`src/rtl/cla_pipe_addsub_pkg.sv`:
```
// cla_pipe_addsub_pkg: shared constants and parameter legality check for the pipelined CLA adder/subtractor.
package cla_pipe_addsub_pkg;
  localparam int GRP_W = 4;
  function automatic bit cfg_ok(input int width, input int seg_w);
    return seg_w > 0 && seg_w % GRP_W == 0 && width % seg_w == 0;
  endfunction
endpackage

```
`src/rtl/cla_group4.sv`:
```
// cla_group4: combinational 4-bit carry-lookahead group, also exposing the carry into bit 3.
module cla_group4 (
  input  logic [3:0] a_i,
  input  logic [3:0] b_i,
  input  logic       cin_i,
  output logic [3:0] sum_o,
  output logic       cout_o,
  output logic       c3_o
);
  logic [3:0] g, p, c;
  assign g = a_i & b_i;
  assign p = a_i ^ b_i;
  assign c[0] = cin_i;
  assign c[1] = g[0] | (p[0] & c[0]);
  assign c[2] = g[1] | (p[1] & g[0]) | (p[1] & p[0] & c[0]);
  assign c[3] = g[2] | (p[2] & g[1]) | (p[2] & p[1] & g[0]) | ((&p[2:0]) & c[0]);
  assign cout_o = g[3] | (p[3] & g[2]) | (p[3] & p[2] & g[1]) | ((&p[3:1]) & g[0]) | ((&p) & c[0]);
  assign sum_o = p ^ c;
  assign c3_o = c[3];
endmodule

```
`src/rtl/cla_pipe_addsub.sv`:
```
// cla_pipe_addsub: pipelined carry-lookahead adder/subtractor, one SEG_W-bit segment resolved per stage,
// with valid/ready flow control and carry/overflow/zero flags.
module cla_pipe_addsub
  import cla_pipe_addsub_pkg::*;
#(
  parameter int WIDTH = 16,
  parameter int SEG_W = 8
) (
  input  logic             clk,
  input  logic             rst,
  input  logic             in_valid,
  output logic             in_ready,
  input  logic [WIDTH-1:0] in_a,
  input  logic [WIDTH-1:0] in_b,
  input  logic             in_cin,
  input  logic             in_sub,
  output logic             out_valid,
  input  logic             out_ready,
  output logic [WIDTH-1:0] out_sum,
  output logic             out_cout,
  output logic             out_ovf,
  output logic             out_zero
);
  localparam int NSEG = WIDTH / SEG_W;
  localparam int NGRP = SEG_W / GRP_W;
  if (!cfg_ok(WIDTH, SEG_W)) begin : g_bad_cfg
    $error("cla_pipe_addsub: WIDTH must be a multiple of SEG_W and SEG_W a multiple of 4");
  end
  logic                          adv, acc, m_q, m_w;
  logic [WIDTH-1:0]              a_q [NSEG];
  logic [WIDTH-1:0]              b_q [NSEG];
  logic [WIDTH-1:0]              s_q [NSEG+1];
  logic [NSEG-1:0]               z_q [NSEG+1];
  logic [NSEG:0]                 v_q, c_q;
  logic [NSEG-1:0][SEG_W-1:0]    seg_s;
  logic [NSEG-1:0]               seg_c;
  assign adv = !v_q[NSEG] | out_ready;
  assign in_ready = adv & !rst;
  assign acc = in_valid & in_ready;
  // Segment s reads stage-s registers and produces the stage-(s+1) slice.
  for (genvar s = 0; s < NSEG; s++) begin : g_seg
    logic [NGRP:0] gc;
    assign gc[0] = c_q[s];
    assign seg_c[s] = gc[NGRP];
    for (genvar g = 0; g < NGRP; g++) begin : g_grp
      if (s == NSEG-1 && g == NGRP-1) begin : g_msb
        cla_group4 u_grp (
          .a_i(a_q[s][s*SEG_W+g*GRP_W +: GRP_W]), .b_i(b_q[s][s*SEG_W+g*GRP_W +: GRP_W]),
          .cin_i(gc[g]), .sum_o(seg_s[s][g*GRP_W +: GRP_W]), .cout_o(gc[g+1]), .c3_o(m_w)
        );
      end else begin : g_lsb
        logic c3_unused;
        cla_group4 u_grp (
          .a_i(a_q[s][s*SEG_W+g*GRP_W +: GRP_W]), .b_i(b_q[s][s*SEG_W+g*GRP_W +: GRP_W]),
          .cin_i(gc[g]), .sum_o(seg_s[s][g*GRP_W +: GRP_W]), .cout_o(gc[g+1]), .c3_o(c3_unused)
        );
      end
    end
  end
  always_ff @(posedge clk or posedge rst) begin
    if (rst) begin
      for (int k = 0; k < NSEG; k++) begin
        a_q[k] <= '0;
        b_q[k] <= '0;
      end
      for (int k = 0; k <= NSEG; k++) begin
        s_q[k] <= '0;
        z_q[k] <= '0;
      end
      v_q <= '0;
      c_q <= '0;
      m_q <= 1'b0;
    end else if (adv) begin
      a_q[0] <= in_a;
      b_q[0] <= in_sub ? ~in_b : in_b;
      v_q <= {v_q[NSEG-1:0], acc};
      c_q <= {seg_c, in_sub | in_cin};
      m_q <= m_w;
      for (int k = 1; k < NSEG; k++) begin
        a_q[k] <= a_q[k-1];
        b_q[k] <= b_q[k-1];
      end
      for (int k = 1; k <= NSEG; k++) begin
        s_q[k] <= s_q[k-1];
        s_q[k][(k-1)*SEG_W +: SEG_W] <= seg_s[k-1];
        z_q[k] <= z_q[k-1];
        z_q[k][k-1] <= ~|seg_s[k-1];
      end
    end
  end
  assign out_valid = v_q[NSEG];
  assign out_sum = s_q[NSEG];
  assign out_cout = c_q[NSEG];
  assign out_ovf = m_q ^ c_q[NSEG];
  assign out_zero = &z_q[NSEG];
endmodule

```
`config.mk`:
```
export PLATFORM = sky130hd
export DESIGN_NAME = cla_pipe_addsub
export DESIGN_NICKNAME = d
export VERILOG_FILES = /design/src/rtl/cla_pipe_addsub_pkg.sv /design/src/rtl/cla_group4.sv /design/src/rtl/cla_pipe_addsub.sv
export SDC_FILE = /design/constraint.sdc
export NUM_CORES = 1
export LEC_CHECK = 0
export CORE_AREA = 3 3 101 103
export DETAILED_ROUTE_END_ITERATION = 10
export DIE_AREA = 0 0 104 106
export DONT_BUFFER_PORTS = 1
export GPL_TIMING_DRIVEN = 0
export SYNTH_ARGS = -nofsm -noshare
export SYNTH_HDL_FRONTEND = slang
export SYNTH_SLANG_ARGS = --single-unit
```
`constraint.sdc`:
```
create_clock -name clk -period 3.69 [get_ports clk]
set_clock_uncertainty 0.2 [all_clocks]
set_input_delay 1.107 -clock clk [delete_from_list [all_inputs] [get_ports clk]]
set_output_delay 1.107 -clock clk [all_outputs]
set_load 0.02 [all_outputs]
```
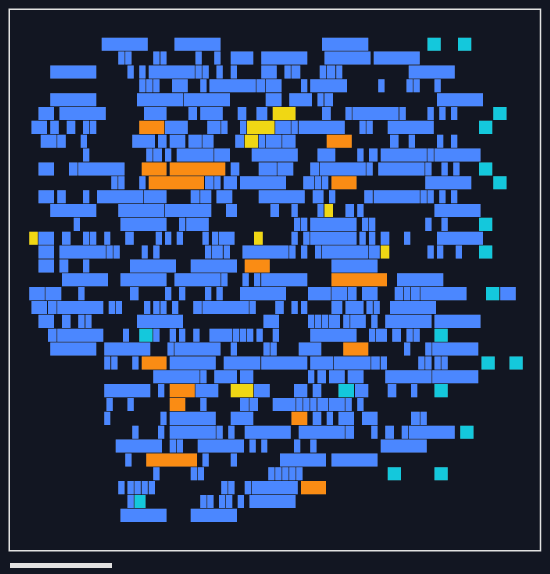
Fig. 1. Cell sizes after repair (run 1).
The bar under the picture is 20 µm long.
Key: drive 6 and up = orange [cells 15, share 3.3%, most used clkbuf_8]; drive 3 to 4 = cyan [cells 19, share 4.2%, most used buf_4]; drive 1 or less = blue [cells 413, share 91%, most used nand2_1]; drive 2 = yellow [cells 8, share 1.8%, most used buf_2]
bufs w/o clock: 37
post-synthesis to final-layout area growth: 11.0%
Final Cell Area: 4440 µm²
min setup slack post-route: 0.140 ns

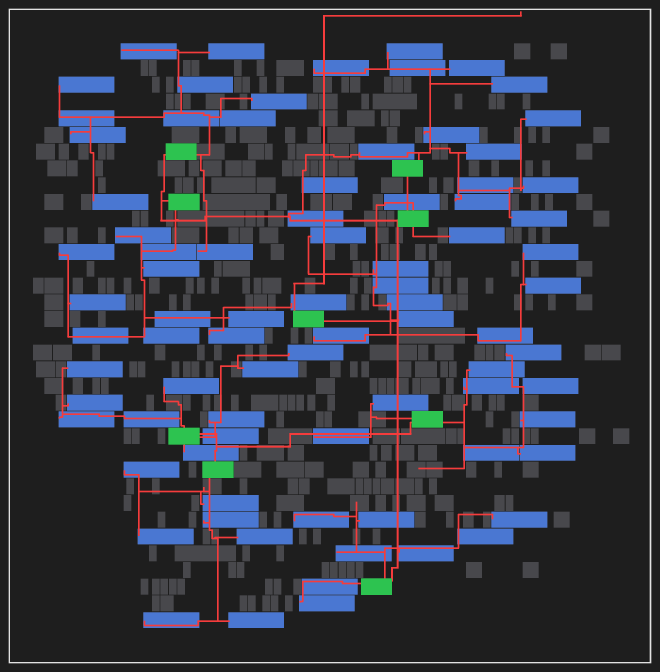
Fig. 2. Clock network drawn from the DEF (run 1).
Key: cells driving clock nets = green [count 9]; flip-flops = blue [count 82]; clock wires = red [length 1060 µm]
Position of the flops: widely spread.

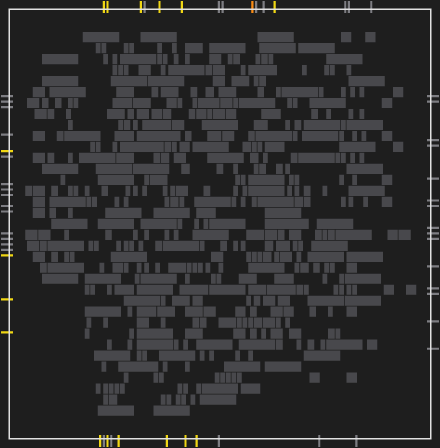
Fig. 3. Ports around the boundary (run 1).
Pins as bars across the die edge, other pins in grey.
Key: in_a = yellow [pins 16, direction input, edge 6 top, 6 bottom, 4 left]; out_valid = orange [pins 1, direction output, edge top]
All pins by edge: 18 left, 15 top, 15 right, 11 bottom.

==> run 1: critical path, delay by kind of cell <==
kind | cells | cell delay, ns
buffers and inverters | 2 | 0.84
and+or+nand+nor | 2 | 0.29
==> run 1: logic make-up (layout without fill, tap and decap cells) <==
kind of cell / Yosys count / after routing / share of synthesized area (%)
and+or+nand+nor: 202 / 202 / 20.0
xor gates and xnor gates: 30 / 30 / 6.57
buffers and inverters: 40 / 57 / 5.38
adders and majority gates: 20 / 20 / 7.01
DFF: 82 / 82 / 51.3
AOI/OAI and AO/OA: 63 / 63 / 9.46
muxes: 1 / 1 / 0.250
==> run 1: routing by layer <==
layer / global-route usage (%) / vias to the layer above
met3: 4.68 / 6
met1: 22.1 / 1319
met4: 5.13 / 0
met5: 0 / -
li1: - / 1432
met2: 26.6 / 56
==> Table 3: Implementation characteristics, run 1 <==
Characteristics after synthesis and place and route

Parameter                              Value

Place
  Buffers on Ports    0
  Post-Place Worst Slack    0.100 ns
  Post-placement cell area    4190 µm²

Critical path
  Start of the worst register-to-register path    a_q[16]
  Most frequent CP cell    sky130_fd_sc_hd__clkbuf_1
  Critical path data required time    around 2.4 ns
  Longest individual stage delay on the worst path    0.43 ns
  Slowest cell on crit path    sky130_fd_sc_hd__clkbuf_1
  Worst Setup SP    out_ready
  Critical path class    in -> out
  Startpoint class of the critical path    input pin
  Destination of the critical timing path    in_ready
  CP Data Arrival Time    2.24 ns
  Ordered list of cells on the worst path    nor2b_1 -> clkbuf_1 -> clkbuf_1 -> nor2_1
  Critical path peak fanout    10

Floorplanning
  Num ports    between 50 and 60
  Floorplan Utilization    43.0%
  Die outline area    approximately 11000 µm²
  Floorplan die height    106 µm
  TAP cells    129
  Die Span X    104 µm
  Placement row count    35

Power
  Clock group    between 0.0008 and 0.0009 W
  Leakage    2.11 nW
  Power dissipated in sequential cells    0.00136 W
  P_comb    0.00124 W
  Combinational share of power    36.5%
  Clock share of power    23.6%
  Share of power burned in registers    between 30% and 40%
  Power group with the largest share    sequential cells
  Sw power    0.00127 W
  Total power of the final layout    0.00340 W
  Power density over cell area    approximately 770 nW/µm²
  Worst voltage drop across the vdd grid    0.290 mV
  Switching power share of the total    37.2%

Cells and area
  Area fraction of clock buffers and clock inverters    around 5.6%
  Number of clock buffer instances in the layout    9
  Sequential Area    2050 µm²
  Most frequent standard cell in the layout excluding fill and tap cells    sky130_fd_sc_hd__nand2_1
  Largest cell class by area    registers
  Fill cells    just over 900
  Diodes inserted    0
  Multi-In Gates    around 320
  Post-Layout Cell Count    slightly below 600
  Commonest cells after routing, fill and taps aside    sky130_fd_sc_hd__nand2_1 (163), sky130_fd_sc_hd__dfrtp_1 (82), sky130_fd_sc_hd__o21ai_0 (28)
  Combinational Area    1730 µm²
  Layout cell share with drive strength beyond 1    9.23%
  Finished Core Util    47.8%

Clocking
  Clk buf depth    2
  Clock latency reported for the late side of the worst-skew pair    ~0.36 ns
  Number of resized instances in the post-cts repair step    0
  Setup bufs post-CTS    0
  TritonCTS clock tree    built

Logic synthesis
  Cell count listed in synth_stat.txt    438
  Prevailing post-synth register cell    sky130_fd_sc_hd__dfrtp_1
  Flops & latches, synth    82
  Cell Area, Synth    ~4000 µm²
  Most frequent cells after synthesis    sky130_fd_sc_hd__nand2_1 (163), sky130_fd_sc_hd__dfrtp_1 (82), sky130_fd_sc_hd__o21ai_0 (28), sky130_fd_sc_hd__nor2_1 (25), sky130_fd_sc_hd__xnor2_1 (18)
  Synthesized net count    about 500
  Sequential area share after synthesis    a little over 50%
  Synthesized netlist cell count    438
  Area contributors post-synth    sky130_fd_sc_hd__dfrtp_1 (51%), sky130_fd_sc_hd__nand2_1 (15%), sky130_fd_sc_hd__ha_1 (5.0%)

Run status
  Run status    finished, final reports clean

Job
  Max-cap violations    0

Global routing
  Aggregate global-route resource usage    approximately 17%
  Pin count of the biggest net entering global routing    64
  Vias in the first global route    2891
  Remaining global-route overflow    0
  First-pass GRT wire length    approximately 14 mm
  Initial antenna violation count    0

STA
  Actual slew at the worst max-slew pin    0.542 ns
  RSZ-0062 raised after global routing    false
  Fin crit share    96.2%
  Hold Slack    0.272 ns
  Count of pins over their slew limit    0
  Finish-stage setup viols    0
  Slew margin rel.    63.9%
  Setup TNS    0 ns

Detailed routing
  Detail-routed net length per standard cell    around 15 µm
  Met3 wire length    484 µm
  Vias    2813
  Routed via count divided by cell count    4.82
  Final routed DRC violation total    0
  Residual antenna-violating net count after detailed routing    0

Min path
  Hold worst-path end    out_sum[12]
  Worst hold path class    reg -> reg
  Startpoint of the tightest hold check path    out_sum[12]
  Number of cells traversed by the worst hold path    2
--- run 2 (diff from run 1) ---
SLEW_MARGIN = 10   (was unset)
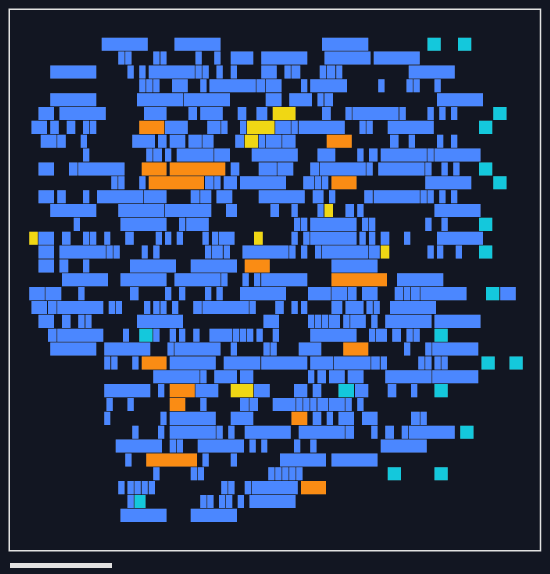
Fig. 4. Cell sizes after repair (run 2).
The bar under the picture is 20 µm long.
Key: drive 6 and up = orange [cells 15, share 3.3%, most used clkbuf_8]; drive 2 = yellow [cells 8, share 1.8%, most used buf_2]; drive 3 to 4 = cyan [cells 19, share 4.2%, most used buf_4]; drive 1 or less = blue [cells 413, share 91%, most used nand2_1]

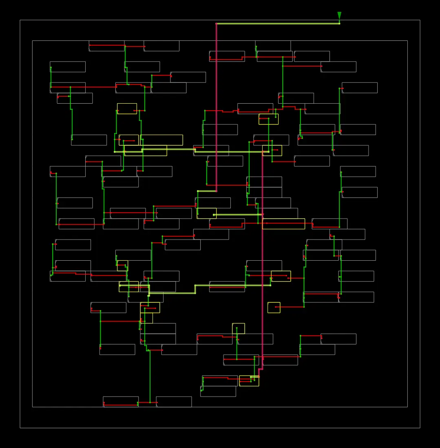
Fig. 5. Clock routing (run 2).
TritonCTS Buffers: 9
registers: 82
clock latency reported for the late side of the worst-skew pair: 0.36 ns
number of clock sinks: 82
Clock group: 0.000804 W

==> Table 3: Implementation characteristics, run 2 <==
Characteristics after synthesis and place and route

Parameter                              Value

Run status
  Run status    finished, final reports clean (unchanged)

Min path
  Startpoint of the tightest hold check path    out_sum[12] (unchanged)
  Worst hold path class    reg -> reg (unchanged)

Cells and area
  Post-synthesis to final-layout area growth    11.0% (unchanged)
  Bufs w/o clock    37 (unchanged)
  Layout cell share with drive strength beyond 1    9.23% (unchanged)
  Fill cells    925 (unchanged)
  Finished Core Util    47.8% (unchanged)
  Multi-In Gates    316 (unchanged)
  Area fraction of clock buffers and clock inverters    5.59% (unchanged)
  Post-Layout Cell Count    584 (unchanged)
  Sequential Area    2050 µm² (unchanged)
  Combinational Area    1730 µm² (unchanged)
  Diodes inserted    0 (unchanged)

Floorplanning
  Placement row count    35 (unchanged)
  Die outline area    11000 µm² (unchanged)
  Floorplan Utilization    43.0% (unchanged)

Logic synthesis
  Cell count listed in synth_stat.txt    438 (unchanged)
  Synthesized netlist cell count    438 (unchanged)
  Complex Gates by Area    9.46% (unchanged)
  Dominant kind of combinational cell    simple AND/OR/NAND/NOR gates (unchanged)
  Area contributors post-synth    sky130_fd_sc_hd__dfrtp_1 (51%), sky130_fd_sc_hd__nand2_1 (15%), sky130_fd_sc_hd__ha_1 (5.0%) (unchanged)
  Adder and majority cell fraction of the synthesized area    7.01% (unchanged)
  Prevailing post-synth register cell    sky130_fd_sc_hd__dfrtp_1 (unchanged)
  Most frequent cells after synthesis    sky130_fd_sc_hd__nand2_1 (163), sky130_fd_sc_hd__dfrtp_1 (82), sky130_fd_sc_hd__o21ai_0 (28), sky130_fd_sc_hd__nor2_1 (25), sky130_fd_sc_hd__xnor2_1 (18) (unchanged)
  Sequential area share after synthesis    51.3% (unchanged)
  Share of synthesized area spent on multiplexers    0.250% (unchanged)
  Synthesized net count    496 (unchanged)
  Synthesized-area fraction occupied by xor and xnor cells    6.57% (unchanged)

Global routing
  Pin count of the biggest net entering global routing    64 (unchanged)
  Vias in the first global route    2891 (unchanged)
  First-pass GRT wire length    14.4 mm (unchanged)
  Remaining global-route overflow    0 (unchanged)

Power
  Total power of the final layout    0.00340 W (unchanged)
  Power group with the largest share    sequential cells (unchanged)
  Sw power    0.00127 W (unchanged)
  Worst voltage drop across the vdd grid    0.290 mV (unchanged)
  Combinational share of power    36.5% (about the same)
  Power dissipated in sequential cells    0.00136 W (about the same)
  Leakage    2.11 nW (unchanged)

Critical path
  Startpoint class of the critical path    input pin (unchanged)
  Longest individual stage delay on the worst path    0.43 ns (about the same)
  Critical path peak fanout    10 (unchanged)
  Most frequent CP cell    sky130_fd_sc_hd__clkbuf_1 (unchanged)
  Critical path class    in -> out (unchanged)
  Gate family responsible for the most delay along the worst path    buffers and inverters (unchanged)
  Slowest cell on crit path    sky130_fd_sc_hd__clkbuf_1 (unchanged)
  Start of the worst register-to-register path    a_q[16] (unchanged)
  CP Data Arrival Time    2.24 ns (about the same)
  Number of buffer and inverter stages on the critical path    2 (unchanged)

Clocking
  Clk buf depth    2 (unchanged)
  Number of resized instances in the post-cts repair step    0 (unchanged)
  Setup bufs post-CTS    0 (unchanged)

STA
  Count of pins over their slew limit    0 (unchanged)
  RSZ-0062 raised after global routing    false (unchanged)
  Min setup slack post-route    0.140 ns (unchanged)
  Actual slew at the worst max-slew pin    0.542 ns (unchanged)

Place
  Post-placement cell area    4190 µm² (unchanged)
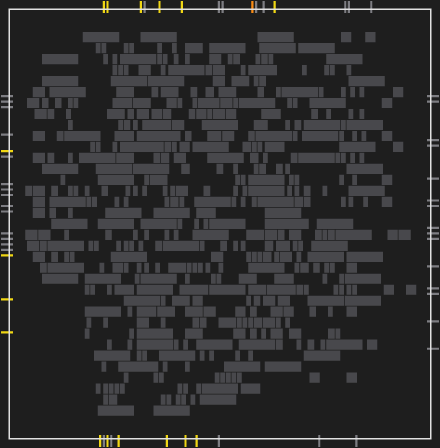
Fig. 6. Ports around the boundary (run 2).
Pins as bars across the die edge, other pins in grey.
Key: in_a = yellow [pins 16, direction input, edge 6 top, 6 bottom, 4 left]; out_valid = orange [pins 1, direction output, edge top]
All pins by edge: 18 left, 15 top, 15 right, 11 bottom.
Buffers on Ports: 0
Die Span X: 104 µm
floorplan die height: 106 µm

[run 2: cell counts after synthesis]
Identical to the previous run, type by type.
[run 2: layer usage]
| layer | vias up | part of all wire (%) | global-route usage, % |
|---|---|---|---|
| met5 | - | 0 | 0 |
| met3 | 6 | 5.6 | 4.68 |
| met2 | 56 | 47 | 26.6 |
| met4 | 0 | 1.2 | 5.13 |
| met1 | 1319 | 46 | 22.1 |
| li1 | 1432 | - | - |
[run 2: worst max-delay path by stage]
stage | slack (ns) | startpoint | end | cells past startpoint
6_report | 0.14 | out_ready | in_ready | 4
3_5_place_dp | 0.10 | out_ready | in_ready | 4
3_3_place_gp | -0.63 | rst | out_sum[4] | 1
2_1_floorplan | 0.26 | rst | a_q[10] | 1
4_1_cts | 0.1 | out_ready | in_ready | 4
5_1_grt | 0.02 | out_ready | in_ready | 4
Power is estimated from default activity; no workload was simulated.
